run_1/final_placement.png
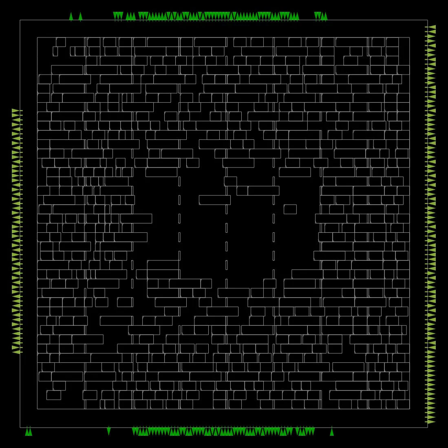
run_1/cell_classes.png
Fill, decap, tap and diode cells in gray.
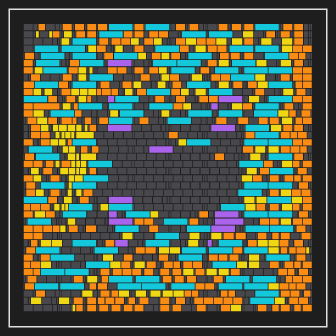
run_1/metal_stack.png
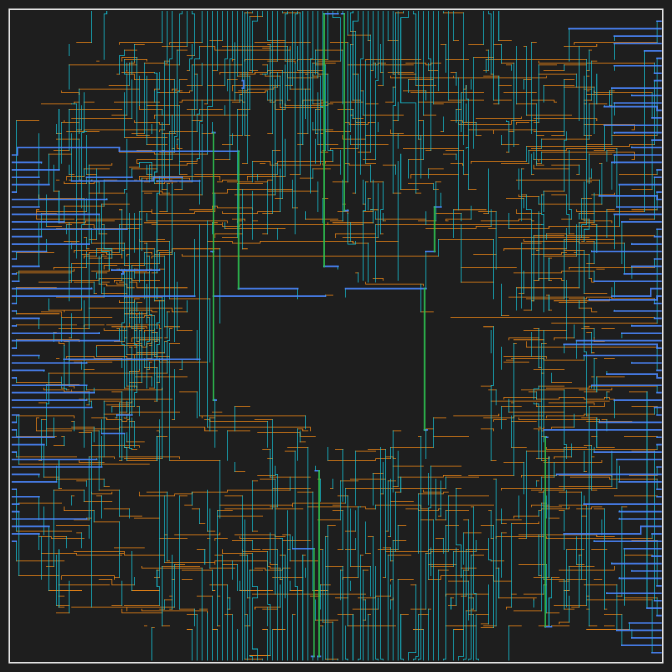
**config.mk**
```make
export PLATFORM = sky130hd
export DESIGN_NAME = rv32i_axi_master
export DESIGN_NICKNAME = d
export VERILOG_FILES = /design/src/rtl/rv32i_axi_master.sv
export SDC_FILE = /design/constraint.sdc
export NUM_CORES = 1
export LEC_CHECK = 0
export CAP_MARGIN = 20
export CORE_MARGIN = 5
export CORE_UTILIZATION = 38
export DETAILED_ROUTE_END_ITERATION = 12
export GPL_TIMING_DRIVEN = 0
export PLACE_DENSITY = 0.82
export SLEW_MARGIN = 15
export SYNTH_ARGS = -nofsm -noshare
export SYNTH_HDL_FRONTEND = slang
export SYNTH_SLANG_ARGS = --single-unit
```
**constraint.sdc**
```tcl
create_clock -name clk -period 1.95 [get_ports clk]
set_input_delay 0.4875 -clock clk [delete_from_list [all_inputs] [get_ports clk]]
set_output_delay 0.4875 -clock clk [all_outputs]
set_load 0.005 [all_outputs]
```
**src/rtl/rv32i_axi_master.sv**
```systemverilog
// Single-outstanding bridge from a simple core request port to an AXI4-Lite master.
// Each accepted request becomes one AXI read or write and finishes with a one-cycle resp_valid pulse.
module rv32i_axi_master (
    input  logic        clk,
    input  logic        rst_n,

    input  logic        req_valid,
    output logic        req_ready,
    input  logic        req_we,
    input  logic        req_instr,
    input  logic [31:0] req_addr,
    input  logic [31:0] req_wdata,
    input  logic [3:0]  req_wstrb,
    output logic        resp_valid,
    output logic [31:0] resp_rdata,
    output logic        resp_err,

    output logic [31:0] m_axi_awaddr,
    output logic [2:0]  m_axi_awprot,
    output logic        m_axi_awvalid,
    input  logic        m_axi_awready,
    output logic [31:0] m_axi_wdata,
    output logic [3:0]  m_axi_wstrb,
    output logic        m_axi_wvalid,
    input  logic        m_axi_wready,
    input  logic [1:0]  m_axi_bresp,
    input  logic        m_axi_bvalid,
    output logic        m_axi_bready,
    output logic [31:0] m_axi_araddr,
    output logic [2:0]  m_axi_arprot,
    output logic        m_axi_arvalid,
    input  logic        m_axi_arready,
    input  logic [31:0] m_axi_rdata,
    input  logic [1:0]  m_axi_rresp,
    input  logic        m_axi_rvalid,
    output logic        m_axi_rready,

    output logic [2:0]  dbg_state
);

    // Handshakes: a transfer happens on a rising edge where valid && ready are both 1;
    // once raised, a valid and its payload stay stable until that transfer.
    typedef enum logic [2:0] {
        IDLE    = 3'd0,
        RD_ADDR = 3'd1,
        RD_DATA = 3'd2,
        WR_REQ  = 3'd3,
        WR_RESP = 3'd4
    } state_t;

    state_t      state;
    logic [31:0] addr_q;
    logic [31:0] wdata_q;
    logic [3:0]  wstrb_q;
    logic [2:0]  prot_q;
    logic        aw_done;
    logic        w_done;

    assign req_ready     = (state == IDLE);
    assign dbg_state     = state;

    // Only one transaction is ever in flight, so both channels share one latched copy.
    assign m_axi_awaddr  = addr_q;
    assign m_axi_araddr  = addr_q;
    assign m_axi_awprot  = prot_q;
    assign m_axi_arprot  = prot_q;
    assign m_axi_wdata   = wdata_q;
    assign m_axi_wstrb   = wstrb_q;

    always_comb begin
        aw_done = !m_axi_awvalid || m_axi_awready;
        w_done  = !m_axi_wvalid  || m_axi_wready;
    end

    always_ff @(posedge clk or negedge rst_n) begin
        if (!rst_n) begin
            state         <= IDLE;
            addr_q        <= 32'd0;
            wdata_q       <= 32'd0;
            wstrb_q       <= 4'd0;
            prot_q        <= 3'd0;
            m_axi_awvalid <= 1'b0;
            m_axi_wvalid  <= 1'b0;
            m_axi_bready  <= 1'b0;
            m_axi_arvalid <= 1'b0;
            m_axi_rready  <= 1'b0;
            resp_valid    <= 1'b0;
            resp_rdata    <= 32'd0;
            resp_err      <= 1'b0;
        end else begin
            resp_valid <= 1'b0;
            case (state)
                IDLE: begin
                    if (req_valid) begin
                        addr_q  <= req_addr;
                        wdata_q <= req_wdata;
                        wstrb_q <= req_wstrb;
                        prot_q  <= {req_instr, 2'b00};
                        if (req_we) begin
                            m_axi_awvalid <= 1'b1;
                            m_axi_wvalid  <= 1'b1;
                            state         <= WR_REQ;
                        end else begin
                            m_axi_arvalid <= 1'b1;
                            state         <= RD_ADDR;
                        end
                    end
                end
                RD_ADDR: begin
                    if (m_axi_arready) begin
                        m_axi_arvalid <= 1'b0;
                        m_axi_rready  <= 1'b1;
                        state         <= RD_DATA;
                    end
                end
                RD_DATA: begin
                    if (m_axi_rvalid) begin
                        m_axi_rready <= 1'b0;
                        resp_valid   <= 1'b1;
                        resp_rdata   <= m_axi_rdata;
                        resp_err     <= m_axi_rresp[1];
                        state        <= IDLE;
                    end
                end
                WR_REQ: begin
                    // AW and W complete independently; leave once neither is still pending.
                    if (m_axi_awvalid && m_axi_awready) begin
                        m_axi_awvalid <= 1'b0;
                    end
                    if (m_axi_wvalid && m_axi_wready) begin
                        m_axi_wvalid <= 1'b0;
                    end
                    if (aw_done && w_done) begin
                        m_axi_bready <= 1'b1;
                        state        <= WR_RESP;
                    end
                end
                WR_RESP: begin
                    if (m_axi_bvalid) begin
                        m_axi_bready <= 1'b0;
                        resp_valid   <= 1'b1;
                        resp_rdata   <= 32'd0;
                        resp_err     <= m_axi_bresp[1];
                        state        <= IDLE;
                    end
                end
                default: begin
                    state <= IDLE;
                end
            endcase
        end
    end

endmodule

```
==> impl_metrics.csv, run 1 <==
group,metric,value,unit
place,dpl.hpwl,10400,um
yosys,ys_seq_frac,0.611,
final_layout,area_growth,68.5,%
yosys,ys_sh_mux,0.176,
grt,grt_use_total,0.176,
die,row_count,40,
setup_path,worstPathRequired,1.46,ns
timing,fin_worst_skew,0.00581,ns
setup_path,r2r_end,"m_axi_araddr[23]",
drt,maxUsedRoutingLayer,"met4",
power_and_ir_drop,clkPwrFrac,0.147,
setup_path,critPathBufInv,2,
power_and_ir_drop,maxPowerGroup,"combinational logic",
yosys,numSynthFlops,111,
drt,drtPass1Iterations,4,
setup_path,crit_chain,"buf_4 > clkdlybuf4s50_1",
power_and_ir_drop,power,12300,uW
clocking,path_clk_slew,0.07,ns
final_layout,fin_nets,696,
final_layout,nFillCells,887,
final_layout,n_clock_buffer,10,
yosys,synth.logic.top_family,"multiplexers",
place,gp_congestion,0.826,
grt,gr-usage-met1,0.200,
power_and_ir_drop,pwr-share-seq,0.338,
place,port_buffers,256,
grt,grt.busiest_layer,"met2",
final_layout,final_cell_area,0.00766,mm2
yosys,synth.distinct_cells,30,
clocking,post_cts_buffers,4,
drt,drc,0,
min_path,hp-class,"input pin to async pin",
yosys,synth.cellmix.simpleShare,0.0328,
yosys,ys_area,0.00454,mm2
power_and_ir_drop,pg_comb,6330,uW
final_layout,buffers_excl_clock,314,
power_and_ir_drop,p_sw,3440,uW
die,fp_util,0.383,
setup_path,critPathLaunchType,"register",
yosys,top_cell,"dfrtp_1",
clocking,cts_root_buf,"clkbuf_16",
final_layout,logic_area,0.00135,mm2
drt,routed_via_density,4.76,
clocking,cts-buffers-inserted,9,
final_layout,comb_share,0.176,
setup_path,regToRegSetupSlack,0.21,ns
drt,met2_length,6590,um
die,io_pins,263,
clocking,clk_path_buf_depth,2,
setup_path,end_kind,"output pin",
timing,rsz0062_at_grt,"false",
grt,grt_pass1_vias,3802,
die,die_h,119,um
drt,vias,3489,
grt,met3_usage,0.0527,
timing,slew_violations,0,
die,dieArea,0.0142,mm2
final_layout,seq_share,0.363,
timing,finalSetupTns,0,ns
yosys,edf_count,0,
power_and_ir_drop,ir_drop,0.711,mV
final_layout,largest_class,"non-clock buffers",
yosys,xor_share,0,
yosys,syn_area,0.00454,mm2
drt,drt_iter0_drc,132,
timing,worst_slack,0.116,ns
yosys,ys_sh_adder,0,
final_layout,finalCoreUtilization,0.646,
timing,fmax,545,MHz
setup_path,r2r_start,"dbg_state[0]",
yosys,aoi_share,0.0845,
clocking,htree_levels,3,
final_layout,diodes,0,
setup_path,cp_data_arrival_time,1.35,ns
final_layout,buffer_area_frac,0.396,
final_layout,clockNetworkAreaShare,0.0389,
place,placed_area,0.00733,mm2
timing,fin_crit_sh,0.941,
grt,grt_use_met2,0.314,
yosys,synth_cells,307,
yosys,ys.flop_type,"dfrtp_1",
job,maxCapViolCount,0,
final_layout,lay_top_cells,"254 x clkdlybuf4s50_1, 110 x dfrtp_1, 64 x mux2_2, 44 x buf_4, 34 x a22o_1",
grt,grt_max_degree,69,
job,warnings,28,
place,dp_slack,-0.439,ns
drt,wl_met3,1150,um
setup_path,cp.depth,2,
yosys,yosys_warnings,0,
setup_path,crit_family,"buffers and inverters",
clocking,cts_hold_buf,0,
drt,wl,12900,um
yosys,top_area_cell,"dfrtp_1",
timing,period_needed,1.83,ns
final_layout,final_common_cell,"clkdlybuf4s50_1",
setup_path,cpPeakStageDelay,0.50,ns
drt,wire_per_inst,17.6,um
place,place_inst,714,
die,die-width,119,um
final_layout,logic_gate_count,142,
die,taps,147,
yosys,async_flop_share,1.00,
status,outcome,"complete, no violations",
timing,hold_viol_final,0,
power_and_ir_drop,cellLeakagePower,0.00327,uW
drt,wl_met1,4910,um
power_and_ir_drop,powerDensity,1610,mW/mm2
clocking,tritoncts,"done",
power_and_ir_drop,clk-power,1810,uW
setup_path,reg2regPathDepth,6,
grt,overflow,0,
setup_path,critPathLaunch,"dbg_state[1]",
timing,setup_viol_count_final,0,
clocking,numClockSinks,111,
yosys,ys_top_cells_by_area,"dfrtp_1 61%, mux2_2 16%, buf_4 6.6%, a22o_1 6.6%, buf_6 2.0%",
drt,ant_nets,0,
grt,antenna_found_initial,0,
final_layout,seq_area,0.00278,mm2
setup_path,cp_max_fo,5,
clocking,post_cts_resized,2,
clocking,clkLatencyLatePin,0.33,ns
power_and_ir_drop,power_frac_comb,0.514,
yosys,top_cell_area_share,0.611,
final_layout,inverters,4,
Notes on final_placement.png above:
flop count: 111
tally of non-filler cells in the final layout: 733
Placeable Area: 0.0119 mm2

Notes on cell_classes.png above:
class	color	cells	share of their area
all other logic	yellow	146	18%
clock drivers and dummy loads	purple	15	4.0%
other buffers and delay cells	orange	314	41%
flip-flops	cyan	111	37%

Notes on metal_stack.png above:
layer	color	wire length
met1	orange	4,910 um
met4	green	279 um
met2	cyan	6,590 um
met3	blue	1,150 um

run_1/port_nets.png
Bar = 20 um.
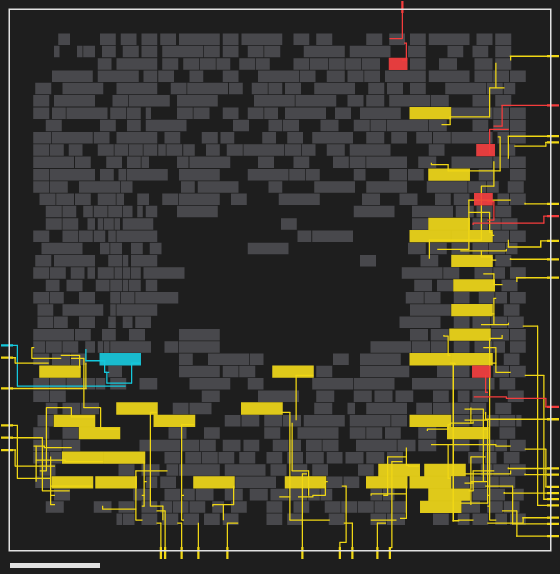

==> run 2: changes to the inputs <==
Settings changed: GPL_TIMING_DRIVEN 0 to unset.
run_2/port_nets.png
Bar = 20 um.
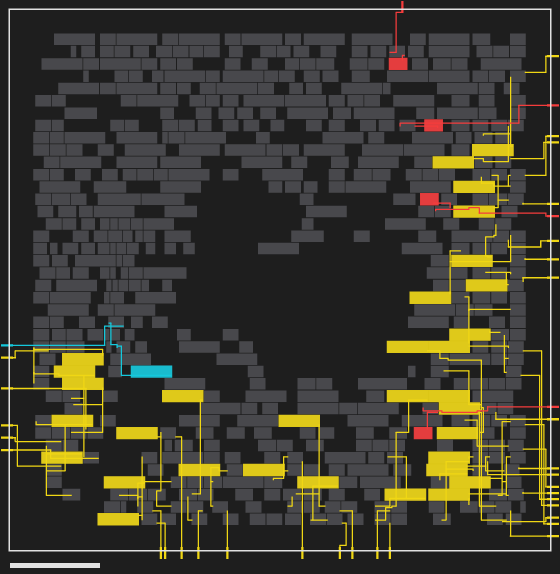
port	color	bits	direction	end cells	wire
m_axi_araddr	yellow	32	output	32	1,160 um
req_wstrb	red	4	input	4	125 um
m_axi_awvalid	cyan	1	output	1	54.6 um

==> impl_metrics.csv, run 2 <==
group,metric,value,unit
grt,gr-usage-met1,0.204,
setup_path,worstPathRequired,1.46,ns
clocking,numClockSinks,111,
setup_path,critPathLaunchType,"register",
clocking,post_cts_buffers,1,
clocking,cts-buffers-inserted,9,
grt,grt_use_met2,0.295,
yosys,ys_sh_adder,0,
die,die-width,119,um
yosys,xor_share,0,
yosys,synth.logic.top_family,"multiplexers",
yosys,edf_count,0,
timing,slew_violations,0,
timing,period_needed,1.88,ns
final_layout,n_clock_buffer,10,
clocking,clkLatencyLatePin,0.35,ns
final_layout,largest_class,"sequential cells",
timing,fmax,531,MHz
drt,wl_met1,4900,um
die,row_count,40,
timing,worst_slack,0.0661,ns
status,outcome,"complete, no violations",
yosys,synth_cells,307,
die,die_h,119,um
place,dp_slack,-0.225,ns
power_and_ir_drop,clk-power,1840,uW
final_layout,area_growth,61.0,%
final_layout,buffer_area_frac,0.368,
power_and_ir_drop,power_frac_comb,0.488,
setup_path,r2r_start,"dbg_state[0]",
grt,overflow,0,
final_layout,seq_share,0.380,
die,taps,147,
timing,setup_viol_count_final,0,
setup_path,cp_max_fo,7,
final_layout,comb_share,0.184,
final_layout,logic_gate_count,142,
power_and_ir_drop,pg_comb,5740,uW
setup_path,end_kind,"output pin",
yosys,async_flop_share,1.00,
timing,hold_viol_final,0,
drt,ant_nets,0,
clocking,cts_hold_buf,0,
grt,grt_max_degree,112,
place,place_inst,670,
final_layout,lay_top_cells,"254 x clkdlybuf4s50_1, 108 x dfrtp_1, 64 x mux2_2, 34 x a22o_1, 9 x clkbuf_16",
grt,grt_use_total,0.172,
place,port_buffers,256,
yosys,aoi_share,0.0845,
drt,drtPass1Iterations,4,
yosys,numSynthFlops,111,
yosys,top_cell_area_share,0.611,
final_layout,nFillCells,918,
die,io_pins,263,
yosys,ys_top_cells_by_area,"dfrtp_1 61%, mux2_2 16%, buf_4 6.6%, a22o_1 6.6%, buf_6 2.0%",
yosys,top_area_cell,"dfrtp_1",
yosys,yosys_warnings,0,
final_layout,final_cell_area,0.00732,mm2
grt,grt.busiest_layer,"met2",
clocking,path_clk_slew,0.07,ns
power_and_ir_drop,powerDensity,1610,mW/mm2
power_and_ir_drop,clkPwrFrac,0.157,
clocking,tritoncts,"done",
timing,rsz0062_at_grt,"false",
yosys,syn_area,0.00454,mm2
final_layout,inverters,4,
final_layout,clockNetworkAreaShare,0.0409,
setup_path,regToRegSetupSlack,0.22,ns
final_layout,logic_area,0.00135,mm2
run_2/final_placement.png
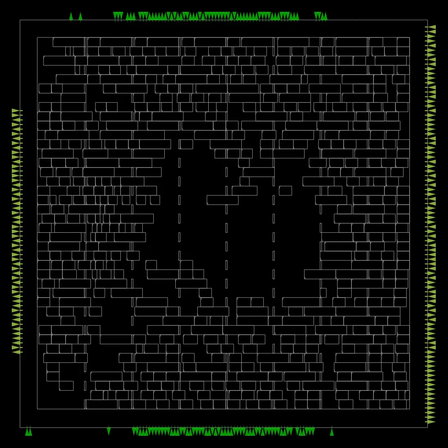
Util after Layout: 0.617
tally of non-filler cells in the final layout: 687

Power figures rest on the tool's default switching activity, not on a simulated workload.
